==> src/rtl/game_pkg.sv <==
// rtl/game_pkg.sv - shared types and constants for the frame sequencer
// Purpose: phase enum, row count, LFSR tap mask and a counter-width helper
//          shared by frame_sequencer and row_scanner.
// Ports:   none (package)
package game_pkg;

    typedef enum logic [1:0] {
        IDLE = 2'd0,
        RUN  = 2'd1,
        OVER = 2'd2
    } phase_t;

    localparam int ROWS = 16;

    // Fibonacci taps 8,6,5,4 expressed as bit positions 7,5,4,3
    localparam logic [7:0] LFSR_TAPS = 8'b1011_1000;

    // Width of a counter spanning 0..n-1; never below one bit so n=1 stays legal
    function automatic int cnt_width(input int n);
        return (n > 1) ? $clog2(n) : 1;
    endfunction

endpackage

==> src/rtl/row_scanner.sv <==
// rtl/row_scanner.sv - row dwell counter, scan row and frame boundary pulse
// Purpose: holds each row for ROW_DWELL clocks, steps ROW 0..N_ROWS-1 and
//          pulses frame_start on the first cycle of row 0.
// Ports:   CLK         in   system clock
//          RST         in   asynchronous active-high reset
//          ROW         out  current scan row
//          frame_start out  1-cycle frame boundary pulse
module row_scanner
    import game_pkg::*;
#(
    parameter int N_ROWS    = ROWS,
    parameter int ROW_DWELL = 1024
) (
    input  logic       CLK,
    input  logic       RST,
    output logic [3:0] ROW,
    output logic       frame_start
);

    localparam int            DW         = cnt_width(ROW_DWELL);
    localparam logic [DW-1:0] DWELL_LAST = DW'(ROW_DWELL - 1);
    localparam logic [3:0]    ROW_LAST   = 4'(N_ROWS - 1);

    logic [DW-1:0] dwell;
    // High from reset until the first clock after release, so the first
    // frame after reset is announced without waiting a full frame.
    logic          boot;

    always_ff @(posedge CLK or posedge RST) begin
        if (RST) begin
            dwell       <= '0;
            ROW         <= '0;
            frame_start <= 1'b0;
            boot        <= 1'b1;
        end else begin
            boot        <= 1'b0;
            frame_start <= boot;
            if (dwell == DWELL_LAST) begin
                dwell <= '0;
                if (ROW == ROW_LAST) begin
                    ROW         <= '0;
                    frame_start <= 1'b1;
                end else begin
                    ROW <= ROW + 4'd1;
                end
            end else begin
                dwell <= dwell + DW'(1);
            end
        end
    end

endmodule

==> src/rtl/frame_sequencer.sv <==
// rtl/frame_sequencer.sv - LED-matrix master timing and game-step sequencer
// Purpose: row scan, frame pulse, game-step request/ack handshake with a
//          periodic pseudo-random spawn column, and run/idle/over phase.
// Ports:   CLK          in   system clock
//          RST          in   asynchronous active-high reset
//          start        in   level, IDLE/OVER -> RUN
//          game_over    in   level, RUN -> OVER
//          step_ack     in   1-cycle accept of step_req
//          ROW          out  current scan row
//          frame_start  out  1-cycle pulse on first cycle of row 0
//          step_req     out  game-step request, held until acked
//          spawn_valid  out  qualifies spawn_col while step_req=1
//          spawn_col    out  asteroid column for this step
//          step_overrun out  1-cycle pulse, step due while request pending
//          running      out  1 in RUN
module frame_sequencer
    import game_pkg::*;
#(
    parameter int         ROW_DWELL       = 1024,
    parameter int         FRAMES_PER_STEP = 8,
    parameter int         SPAWN_EVERY     = 4,
    parameter logic [7:0] LFSR_SEED       = 8'hA5
) (
    input  logic       CLK,
    input  logic       RST,
    input  logic       start,
    input  logic       game_over,
    input  logic       step_ack,
    output logic [3:0] ROW,
    output logic       frame_start,
    output logic       step_req,
    output logic       spawn_valid,
    output logic [3:0] spawn_col,
    output logic       step_overrun,
    output logic       running
);

    localparam int            FW         = cnt_width(FRAMES_PER_STEP);
    localparam logic [FW-1:0] FRAME_LAST = FW'(FRAMES_PER_STEP - 1);
    localparam int            SW         = cnt_width(SPAWN_EVERY);
    localparam logic [SW-1:0] SPAWN_LAST = SW'(SPAWN_EVERY - 1);

    phase_t        phase;
    phase_t        phase_nxt;
    logic [7:0]    lfsr;
    logic [FW-1:0] frame_cnt;
    logic [SW-1:0] step_cnt;
    logic          enter_run;
    logic          leave_run;
    logic          step_due;

    row_scanner #(
        .N_ROWS    (ROWS),
        .ROW_DWELL (ROW_DWELL)
    ) u_row_scanner (
        .CLK         (CLK),
        .RST         (RST),
        .ROW         (ROW),
        .frame_start (frame_start)
    );

    // Free-running in every phase so spawn columns differ game to game.
    // The all-zero state is unreachable from a non-zero seed.
    always_ff @(posedge CLK or posedge RST) begin
        if (RST) begin
            lfsr <= LFSR_SEED;
        end else begin
            lfsr <= {lfsr[6:0], ^(lfsr & LFSR_TAPS)};
        end
    end

    always_ff @(posedge CLK or posedge RST) begin
        if (RST) begin
            phase <= IDLE;
        end else begin
            phase <= phase_nxt;
        end
    end

    // game_over outranks start in every phase
    always_comb begin
        phase_nxt = phase;
        enter_run = 1'b0;
        leave_run = 1'b0;
        step_due  = 1'b0;
        case (phase)
            IDLE: if (start && !game_over) phase_nxt = RUN;
            RUN:  if (game_over)           phase_nxt = OVER;
            OVER: if (start && !game_over) phase_nxt = RUN;
            default:                       phase_nxt = IDLE;
        endcase
        enter_run = (phase != RUN) && (phase_nxt == RUN);
        leave_run = (phase == RUN) && (phase_nxt != RUN);
        step_due  = (phase == RUN) && frame_start && (frame_cnt == FRAME_LAST);
    end

    always_ff @(posedge CLK or posedge RST) begin
        if (RST) begin
            frame_cnt    <= '0;
            step_cnt     <= '0;
            step_req     <= 1'b0;
            spawn_valid  <= 1'b0;
            spawn_col    <= '0;
            step_overrun <= 1'b0;
        end else begin
            step_overrun <= 1'b0;
            if (enter_run) begin
                frame_cnt   <= '0;
                step_cnt    <= '0;
                step_req    <= 1'b0;
                spawn_valid <= 1'b0;
            end else if (leave_run) begin
                // Pending request is abandoned; a same-cycle ack is moot.
                step_req    <= 1'b0;
                spawn_valid <= 1'b0;
            end else if (phase == RUN) begin
                if (frame_start) begin
                    frame_cnt <= (frame_cnt == FRAME_LAST) ? '0 : frame_cnt + FW'(1);
                end
                // An ack arriving with a due step retires the old request and
                // immediately issues the new one, so it is not an overrun.
                if (step_due && (!step_req || step_ack)) begin
                    step_req    <= 1'b1;
                    spawn_valid <= (step_cnt == '0);
                    if (step_cnt == '0) begin
                        spawn_col <= lfsr[3:0];
                    end
                    step_cnt <= (step_cnt == SPAWN_LAST) ? '0 : step_cnt + SW'(1);
                end else if (step_due) begin
                    step_overrun <= 1'b1;
                end else if (step_req && step_ack) begin
                    step_req    <= 1'b0;
                    spawn_valid <= 1'b0;
                end
            end
        end
    end

    assign running = (phase == RUN);

endmodule
==> config.mk <==
export PLATFORM = sky130hd
export DESIGN_NAME = frame_sequencer
export DESIGN_NICKNAME = d
export VERILOG_FILES = /design/src/rtl/game_pkg.sv /design/src/rtl/row_scanner.sv /design/src/rtl/frame_sequencer.sv
export SDC_FILE = /design/constraint.sdc
export NUM_CORES = 1
export LEC_CHECK = 0
export ABC_AREA = 1
export CAP_MARGIN = 20
export CORE_ASPECT_RATIO = 0.9
export CORE_UTILIZATION = 35
export CTS_CLUSTER_DIAMETER = 40
export CTS_CLUSTER_SIZE = 30
export DETAILED_ROUTE_END_ITERATION = 10
export GPL_TIMING_DRIVEN = 0
export PLACE_DENSITY_LB_ADDON = 0.25
export SLEW_MARGIN = 20
export SYNTH_ARGS = -nofsm -noshare
export SYNTH_HDL_FRONTEND = slang
export SYNTH_SLANG_ARGS = --single-unit
==> constraint.sdc <==
create_clock -name CLK -period 1.6 [get_ports CLK]
set_input_delay 0.32 -clock CLK [delete_from_list [all_inputs] [get_ports CLK]]
set_output_delay 0.32 -clock CLK [all_outputs]
set_load 0.005 [all_outputs]
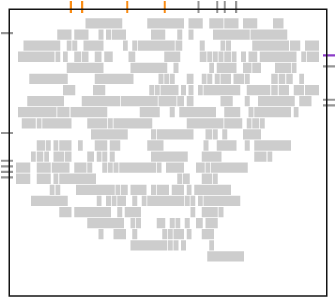
(run_1/io_placement.png)
Pins as bars across the die edge, other pins in grey.
`spawn_col`: in orange, pins 4, direction output, edge top. `step_overrun`: in purple, pins 1, direction output, edge right.
height of the chip: 69.9 um
port bufs: 17

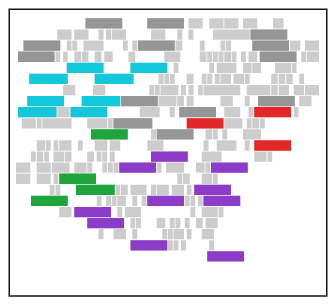
(run_1/flops_by_reg.png)
Other sequential cells in the stronger grey, the rest of the logic in the fainter grey.
`u_row_scanner.ROW`: in green, flops 4, where middle left. `lfsr`: in cyan, flops 8, where upper left. `u_row_scanner.dwell`: in purple, flops 10. `frame_cnt`: in red, flops 3.
Final Util: 45.9%
Reg area: 958 um2

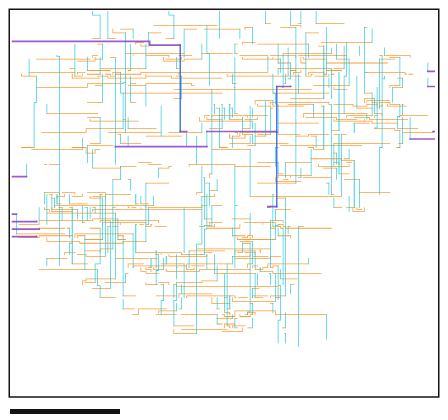
(run_1/wires.png)
The bar under the picture is 20 um long.
metal 4: in blue, wire length 37.4 um. metal 1: in orange, wire length 1610 um. metal 3: in purple, wire length 89.2 um. metal 2: in cyan, wire length 1190 um.
vias: 1254
wire per inst: 9.96 um

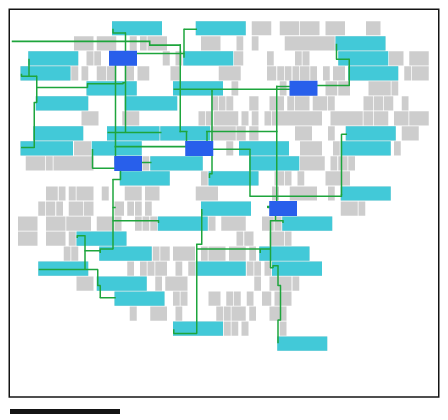
(run_1/clk_routes.png)
The bar under the picture is 20 um long.
clock wires: in green, length 466 um. flip-flops: in cyan, count 38. clock drivers: in blue, count 5.
There are 6 routed clock nets.
Clock Skews: 0.00469 ns
clock network fraction of design power: 30.9%
Clock group: 0.677 mW

==> impl_metrics.toml, run 1 <==
# synthesis and place-and-route metrics
[power_and_ir_drop]
peakVddDrop_mv = 0.670
seq_power_share_pct = 49.3
p_per_area_nw_per_um2 = 974
p_leak_nw = 1.15
swShare_pct = 28.5
p_comb_share_pct = 19.8

[global_route]
groute.usage.overall_pct = 12.5
met1_usage_pct = 18.1
grt-ovfl-total = 0
met3_usage_pct = 3.53

[cells_and_area]
final_cell_area_um2 = 2250
lay_top_cells = "56 x nand2_1, 32 x dfrtp_1, 23 x inv_1"
nets = 240
fill_cells = 472
area_growth_pct = 25.2
n_antenna_cell = 0

[setup_path]
slowest_stage = "clkdlybuf4s50_1"
cp.arrival_ns = 1.23
crit_family = "buffers and inverters"

[outcome]
status = "completed"

[cts]
cts_root_buf = "clkbuf_8"
holdBufCountCts = 0
clk_transition_reported_paths_ns = 0.07
htree_levels = 2
clkSinkCount = 38
cts.path.max_buffers = 2

[place]
dp_hpwl_um = 2050
gp_congestion = 0.733
pre_cts_ws_ns = -0.594

[timing]
setup_viol = 0
worst_slack_ns = 0.0504
holdWs_ns = 0.234
rsz0062_at_grt = "yes"
min_period_over_period_pct = 96.9
slew_violations = 0

[route]
routed_wl_um = 2920
ant_nets = 0

[synthesis]
ys_seq_share_pct = 53.3
syn-cell-area_um2 = 1800
syn_nets = 208
ys_cells = 195
ys_types = 29
edf_count = 0
yosys-stat-area_um2 = 1800
yosysWarnings = 0
yosysTopAreaCell = "dfrtp_1"
top_area_share_pct = 46.0
yosys.cell_count.top_type = "nand2_1"
netlist_instances = 195

[die]
die_area_um2 = 5420
core-area_um2 = 4890
die_w_um = 77.5
rows = 24

[flow_run]
warning_count = 29
-- run 1: repair_timing --
action / CTS / global route
endpoints found under the setup margin: 15 / 12
resized: 6 / 5
buffers inserted: 5 / 2
pin swaps: 1 / 4
-- run 1: metrics by stage --
stage | cells | power, mW | setup TNS [ns] | utilization (%)
2_1_floorplan | 195 | 1.37 | 0 | -
4_1_cts | 291 | 2.21 | 0 | 45.3
3_3_place_gp | 277 | 1.45 | -21.65 | 41.9
6_report | 293 | 2.19 | 0 | 45.9
3_5_place_dp | 278 | 1.47 | -5.93 | 42.3
5_1_grt | 293 | 2.34 | -0.0560 | 45.9
-- run 1: cells by family after synthesis --
| group | count (synthesis) | synth area share, % |
|---|---|---|
| flops | 38 | 53.3 |
| xor+xnor | 9 | 4.39 |
| simple gates | 97 | 24.4 |
| buf+inv | 29 | 6.55 |
| other cells | 1 | 0.209 |
| fa+ha+maj | 8 | 5.58 |
| compound gates | 13 | 5.57 |
-- run 1: area by class of cell --
| class | instances | area share (%) |
|---|---|---|
| clock buffer | 6 | 3.67 |
| multi-input combinational | 128 | 33.6 |
| tap | 65 | 3.62 |
| sequential | 38 | 42.6 |
| clock inverter | 2 | 0.556 |
| timing repair buffer | 25 | 10.7 |
| inverter | 28 | 4.73 |
| buffer | 1 | 0.501 |
-- run 1: sequential cells by signal, indices dropped and copies added, names as in the netlist --
| register | cells |
|---|---|
| frame_cnt | 3 |
| u_row_scanner.frame_start | 1 |
| spawn_col | 4 |
| u_row_scanner.dwell | 10 |
| u_row_scanner.ROW | 4 |
| u_row_scanner.boot | 1 |
| step_overrun | 1 |
| step_cnt | 2 |
| spawn_valid | 1 |
| phase | 2 |
| lfsr | 8 |
| step_req | 1 |
==> run 2: changes to the inputs <==
- SLEW_MARGIN: 20 -> 10
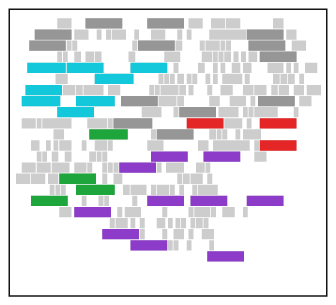
(run_2/flops_by_reg.png)
Other sequential cells in the stronger grey, the rest of the logic in the fainter grey.
`frame_cnt`: in red, flops 3. `u_row_scanner.ROW`: in green, flops 4, where middle left. `u_row_scanner.dwell`: in purple, flops 10. `lfsr`: in cyan, flops 8, where upper left.
Reg area: 960 um2
seq pwr: 1.08 mW
Final Util: 46.2%
Seq/total area: 42.4%

==> impl_metrics.toml, run 2 <==
# synthesis and place-and-route metrics
[power_and_ir_drop]
p_total_mw = 2.22
p_sw_mw = 0.642
p_clk_share_pct = 30.6
swShare_pct = 29.0
seq_power_share_pct = 48.7
p_leak_nw = 1.15
p_comb_share_pct = 20.6
peakVddDrop_mv = 0.634
p_per_area_nw_per_um2 = 980

[route]
avgRoutedWirePerCell_um = 10.3
dr.pass1.iters = 4
num_vias = 1266
vias_per_cell = 4.31
ant_nets = 0
routed_wl_um = 3030

[timing]
slew_violations = 0
hold_viol = 0
min_period_over_period_pct = 98.1
fmax_mhz = 637
setup_viol = 0
holdWs_ns = 0.358
rsz0062_at_grt = "yes"
worst_slack_ns = 0.0308
post-route-min-period_ns = 1.57
setup-tns-final_ns = 0

[synthesis]
yosysTopAreaCell = "dfrtp_1"
avgSynthCellArea_um2 = 9.21
edf_count = 0
syn_nets = 208
netlist_instances = 195
yosysWarnings = 0
yosys-stat-area_um2 = 1800
ys_seq_share_pct = 53.3
syn-cell-area_um2 = 1800
yosys.cell_count.top_type = "nand2_1"
top_area_share_pct = 46.0
area_leaders = "dfrtp_1 46%, nand2_1 12%, dfstp_2 7.3%, inv_1 5.6%, ha_1 5.6%"
ys_types = 29
ys_cells = 195

[cells_and_area]
lay_top_cells = "56 x nand2_1, 31 x dfrtp_1, 23 x inv_1"
final_cell_area_um2 = 2260
top_register = "u_row_scanner.dwell"
reg_top3 = "u_row_scanner.dwell x10, lfsr x8"
area_growth_pct = 25.9
final_cells = 294
largest_register_ffs = 10
nets = 241
drive_gt1_share_pct = 21.8
n_antenna_cell = 0

[global_route]
groute.usage.overall_pct = 12.7
grt-ovfl-total = 0
use_met2_pct = 18.6
met3_usage_pct = 3.53
met1_usage_pct = 17.8

[die]
die_w_um = 77.5
core-area_um2 = 4890
initCoreUtil_pct = 36.7
die_h_um = 69.9
num_io_pins = 18
rows = 24
die_area_um2 = 5420

[place]
gp_congestion = 0.733
placed_cells = 278
pre_cts_ws_ns = -0.610
portBuffers = 17
dp_hpwl_um = 2060

[cts]
clk_transition_reported_paths_ns = 0.08
cts_root_buf = "clkbuf_8"
holdBufCountCts = 0
htree_levels = 2
cts.path.max_buffers = 2
cts_tree = "built"

[setup_path]
rr_worst_depth = 9
crit_type = "primary input to flop"
cp.arrival_ns = 1.75

[outcome]
status = "completed"

[flow_run]
warning_count = 29
maxCapViolCount = 0
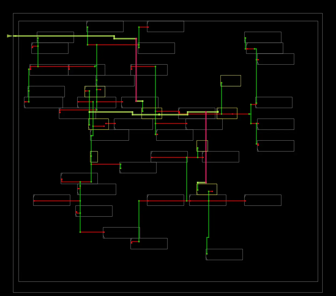
(run_2/clocks.png)
CTS Sinks: 38
Latency at later pin: 0.28 ns
Clock Skews: 0.00387 ns
Seq cells: 38
Clock group: 0.678 mW

## run 2: timing repair
action	CTS	global route
resized	7	6
endpoints found under the setup margin	15	14
endpoints found under the hold margin	0	0
pin swaps	1	3
setup buffers	4	4
cloned	0	0
## run 2: power by group through the flow
stage          Sequential [mW]  Clock [mW]  Combinational [mW]
3_5_place_dp              1.10           0               0.374
6_report                  1.08       0.678               0.457
5_1_grt                   1.09       0.746               0.527
3_3_place_gp              1.10           0               0.352
2_1_floorplan             1.09           0               0.286
4_1_cts                   1.08       0.708               0.426
## run 2: path summary, 6_finish.rpt
| check | from | endpoint | slack, ns |
|---|---|---|---|
| max reg2reg | phase[0] | spawn_col[3] | 0.06 |
| max | start | spawn_col[3] | 0.03 |
| min | RST | lfsr[4] | 0.36 |
| min in group CLK | lfsr[6] | lfsr[7] | 0.36 |
| max in group asynchronous | RST | u_row_scanner.boot | 0.99 |
| min reg2reg | lfsr[6] | lfsr[7] | 0.36 |
## run 2: worst max-delay path, cell delays in order
cell and delay, ns:
clkdlybuf4s50_1 0.47, nand3b_1 0.14, o21ai_4 0.13, inv_2 0.07, ha_4 0.23, nor2_4 0.16
nand2_2 0.10, nand2_1 0.06, nand2_1 0.05
## run 2: layout make-up
cell class,count,area [um2]
tap,65,81.3
multi-input combinational,128,759
inverter,28,106
clock buffer,6,82.6
clock inverter,2,12.5
fill,466,2630
timing repair buffer,26,248
sequential,38,960
buffer,1,11.3
## run 2: cells by family after synthesis
| group | synth area share, % |
|---|---|
| other | 0.209 |
| AND-OR/OR-AND | 5.57 |
| buffers and inverters | 6.55 |
| flip-flops | 53.3 |
| AND/OR/NAND/NOR | 24.4 |
| adder cells (fa/ha/maj) | 5.58 |
| XOR/XNOR | 4.39 |
==> run 3: changes to the inputs <==
- DONT_BUFFER_PORTS: default -> 1
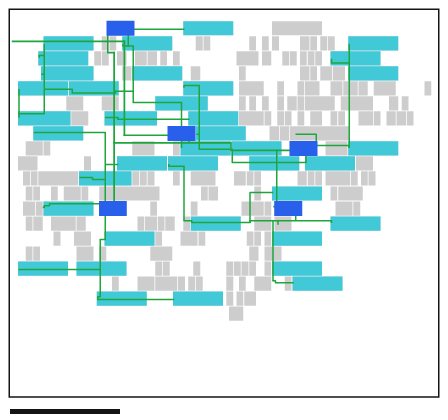
(run_3/clk_routes.png)
The bar under the picture is 20 um long.
flip-flops: in cyan, count 38. clock wires: in green, length 465 um. clock drivers: in blue, count 5.
There are 6 routed clock nets.
Clock group: 0.964 mW
Latency at later pin: 0.29 ns
clock network fraction of design power: 39.5%
Clock Skews: 0.00632 ns

==> impl_metrics.toml, run 3 <==
# synthesis and place-and-route metrics
[outcome]
status = "completed"

[cells_and_area]
area_growth_pct = 16.2
final_cells = 272
nets = 219
n_antenna_cell = 0
layout_top_cell = "nand2_1"
top_register = "u_row_scanner.dwell"
fill_cells = 467
lay_top_cells = "56 x nand2_1, 33 x dfrtp_1, 23 x inv_1"
drive_gt1_share_pct = 20.3
reg_top3 = "u_row_scanner.dwell x10, lfsr x8"

[global_route]
met3_usage_pct = 3.92
met1_usage_pct = 16.8
grt-ovfl-total = 0
grt-busiest-layer = "met2"
use_met2_pct = 16.8
groute.usage.overall_pct = 12.1

[cts]
cts_resized = 2
cts_tree = "built"
post_cts_buffers = 2
clk_transition_reported_paths_ns = 0.07
htree_levels = 2
cts_root_buf = "clkbuf_8"
holdBufCountCts = 1

[route]
drc = 0
ant_nets = 0
vias_per_cell = 4.36
routed_wl_um = 2830
avgRoutedWirePerCell_um = 10.4
dr.pass1.iters = 4

[setup_path]
slowest_stage = "dfrtp_1"
crit_path_max_incr_delay_ns = 0.42
r2r_setup_slack_ns = 0.07
r2r_start = "phase[0]"
cp_cell_sequence = "inv_1 -> nand3b_1 -> o21ai_4 -> ha_2 -> or2_2 -> nand2_4 -> nand2_1 -> o21ai_2"
crit_type = "flop to flop"
rr_worst_depth = 8
r2r_end = "frame_cnt[0]"
crit_required_ns = 1.82

[timing]
post-route-min-period_ns = 1.53
hold_viol = 0
min_period_over_period_pct = 95.3
rsz0062_at_grt = "yes"
worst_slack_ns = 0.0748
slew_violations = 0
fmax_mhz = 656
setup_viol = 0

[power_and_ir_drop]
power-top-group = "sequential cells"
p_comb_share_pct = 16.4
swShare_pct = 25.6
p_sw_mw = 0.625
p_total_mw = 2.44
seq_power_share_pct = 44.1
peakVddDrop_mv = 0.494
p_per_area_nw_per_um2 = 1170
p_leak_nw = 1.08
p_seq_mw = 1.08
comb-power_mw = 0.400

[die]
initCoreUtil_pct = 36.7
die_h_um = 69.9
die_w_um = 77.5
rows = 24
core-area_um2 = 4890
die_area_um2 = 5420
num_io_pins = 18

[synthesis]
ys_types = 29
area_leaders = "dfrtp_1 46%, nand2_1 12%, dfstp_2 7.3%, inv_1 5.6%, ha_1 5.6%"
edf_count = 0
yosys-stat-area_um2 = 1800
top_area_share_pct = 46.0
ys_cells = 195
syn_nets = 208
syn-cell-area_um2 = 1800
ys_seq_share_pct = 53.3
yosys.cell_count.top_type = "nand2_1"
yosysTopAreaCell = "dfrtp_1"
yosysWarnings = 0

[place]
gp_congestion = 0.747
portBuffers = 0
placed_cells = 261

[worst_hold_path]
min_from = "game_over"
holdPathEnd = "phase[0]"

[flow_run]
maxCapViolCount = 0
warning_count = 29
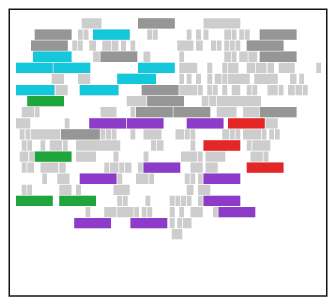
(run_3/flops_by_reg.png)
Other sequential cells in the stronger grey, the rest of the logic in the fainter grey.
`frame_cnt`: in red, flops 3. `u_row_scanner.ROW`: in green, flops 4. `lfsr`: in cyan, flops 8. `u_row_scanner.dwell`: in purple, flops 10.
Another 13 sequential cells are not coloured.
Reg area: 957 um2
Seq/total area: 45.9%
Final Util: 42.6%

==> run 3: per-stage QoR <==
step / setup TNS [ns] / hold WS (ns) / util, %
2_1_floorplan: 0 / 0.333 / -
3_3_place_gp: -1.59 / 0.335 / 38.4
3_5_place_dp: -0.621 / 0.244 / 38.8
4_1_cts: 0 / 0.139 / 42.5
5_1_grt: -0.133 / 0.158 / 42.6
6_report: 0 / 0.147 / 42.6
==> run 3: per-layer routing <==
metal	up-vias	part of all wire, %
met1	533	55
met5	-	0
met4	0	1.9
met3	7	4.0
li1	624	-
met2	21	40
==> run 3: how the worst max path moves through the flow <==
stage,from,to,slack (ns),depth (start not counted)
after floorplan,phase[1],spawn_col[0],0.03,9
after global placement,phase[1],spawn_col[0],-0.14,9
after detailed placement,phase[1],spawn_col[3],-0.15,9
after CTS,phase[0],frame_cnt[0],0.03,8
after global routing,phase[0],frame_cnt[0],-0.03,8
final,phase[0],frame_cnt[0],0.07,8
==> run 3: area by class of cell <==
class                      instances  area [um2]  area share, %
inverter                          28         106           5.10
sequential                        38         957           45.9
timing repair buffer               4        45.0           2.16
multi-input combinational        128         747           35.8
tap                               65        81.3           3.90
clock buffer                       5        68.8           3.30
clock inverter                     3        68.8           3.30
buffer                             1        11.3          0.540
==> run 3: kinds of logic (layout without fill, tap and decap cells) <==
logic type	count (synthesis)	after routing	share of synthesized area, %
buffers and inverters	29	41	6.55
xor gates and xnor gates	9	9	4.39
AOI/OAI and AO/OA	13	13	5.57
adders and majority gates	8	8	5.58
other	1	1	0.209
DFF	38	38	53.3
and+or+nand+nor	97	97	24.4
==> run 3: worst max-delay path: cells and delay by family (launching register included) <==
family | cells | cell delay, ns
buf+inv | 1 | 0.06
compound gates | 2 | 0.14
fa+ha+maj | 1 | 0.20
simple gates | 4 | 0.63
flops | 1 | 0.42
Power is estimated from default activity; no workload was simulated.
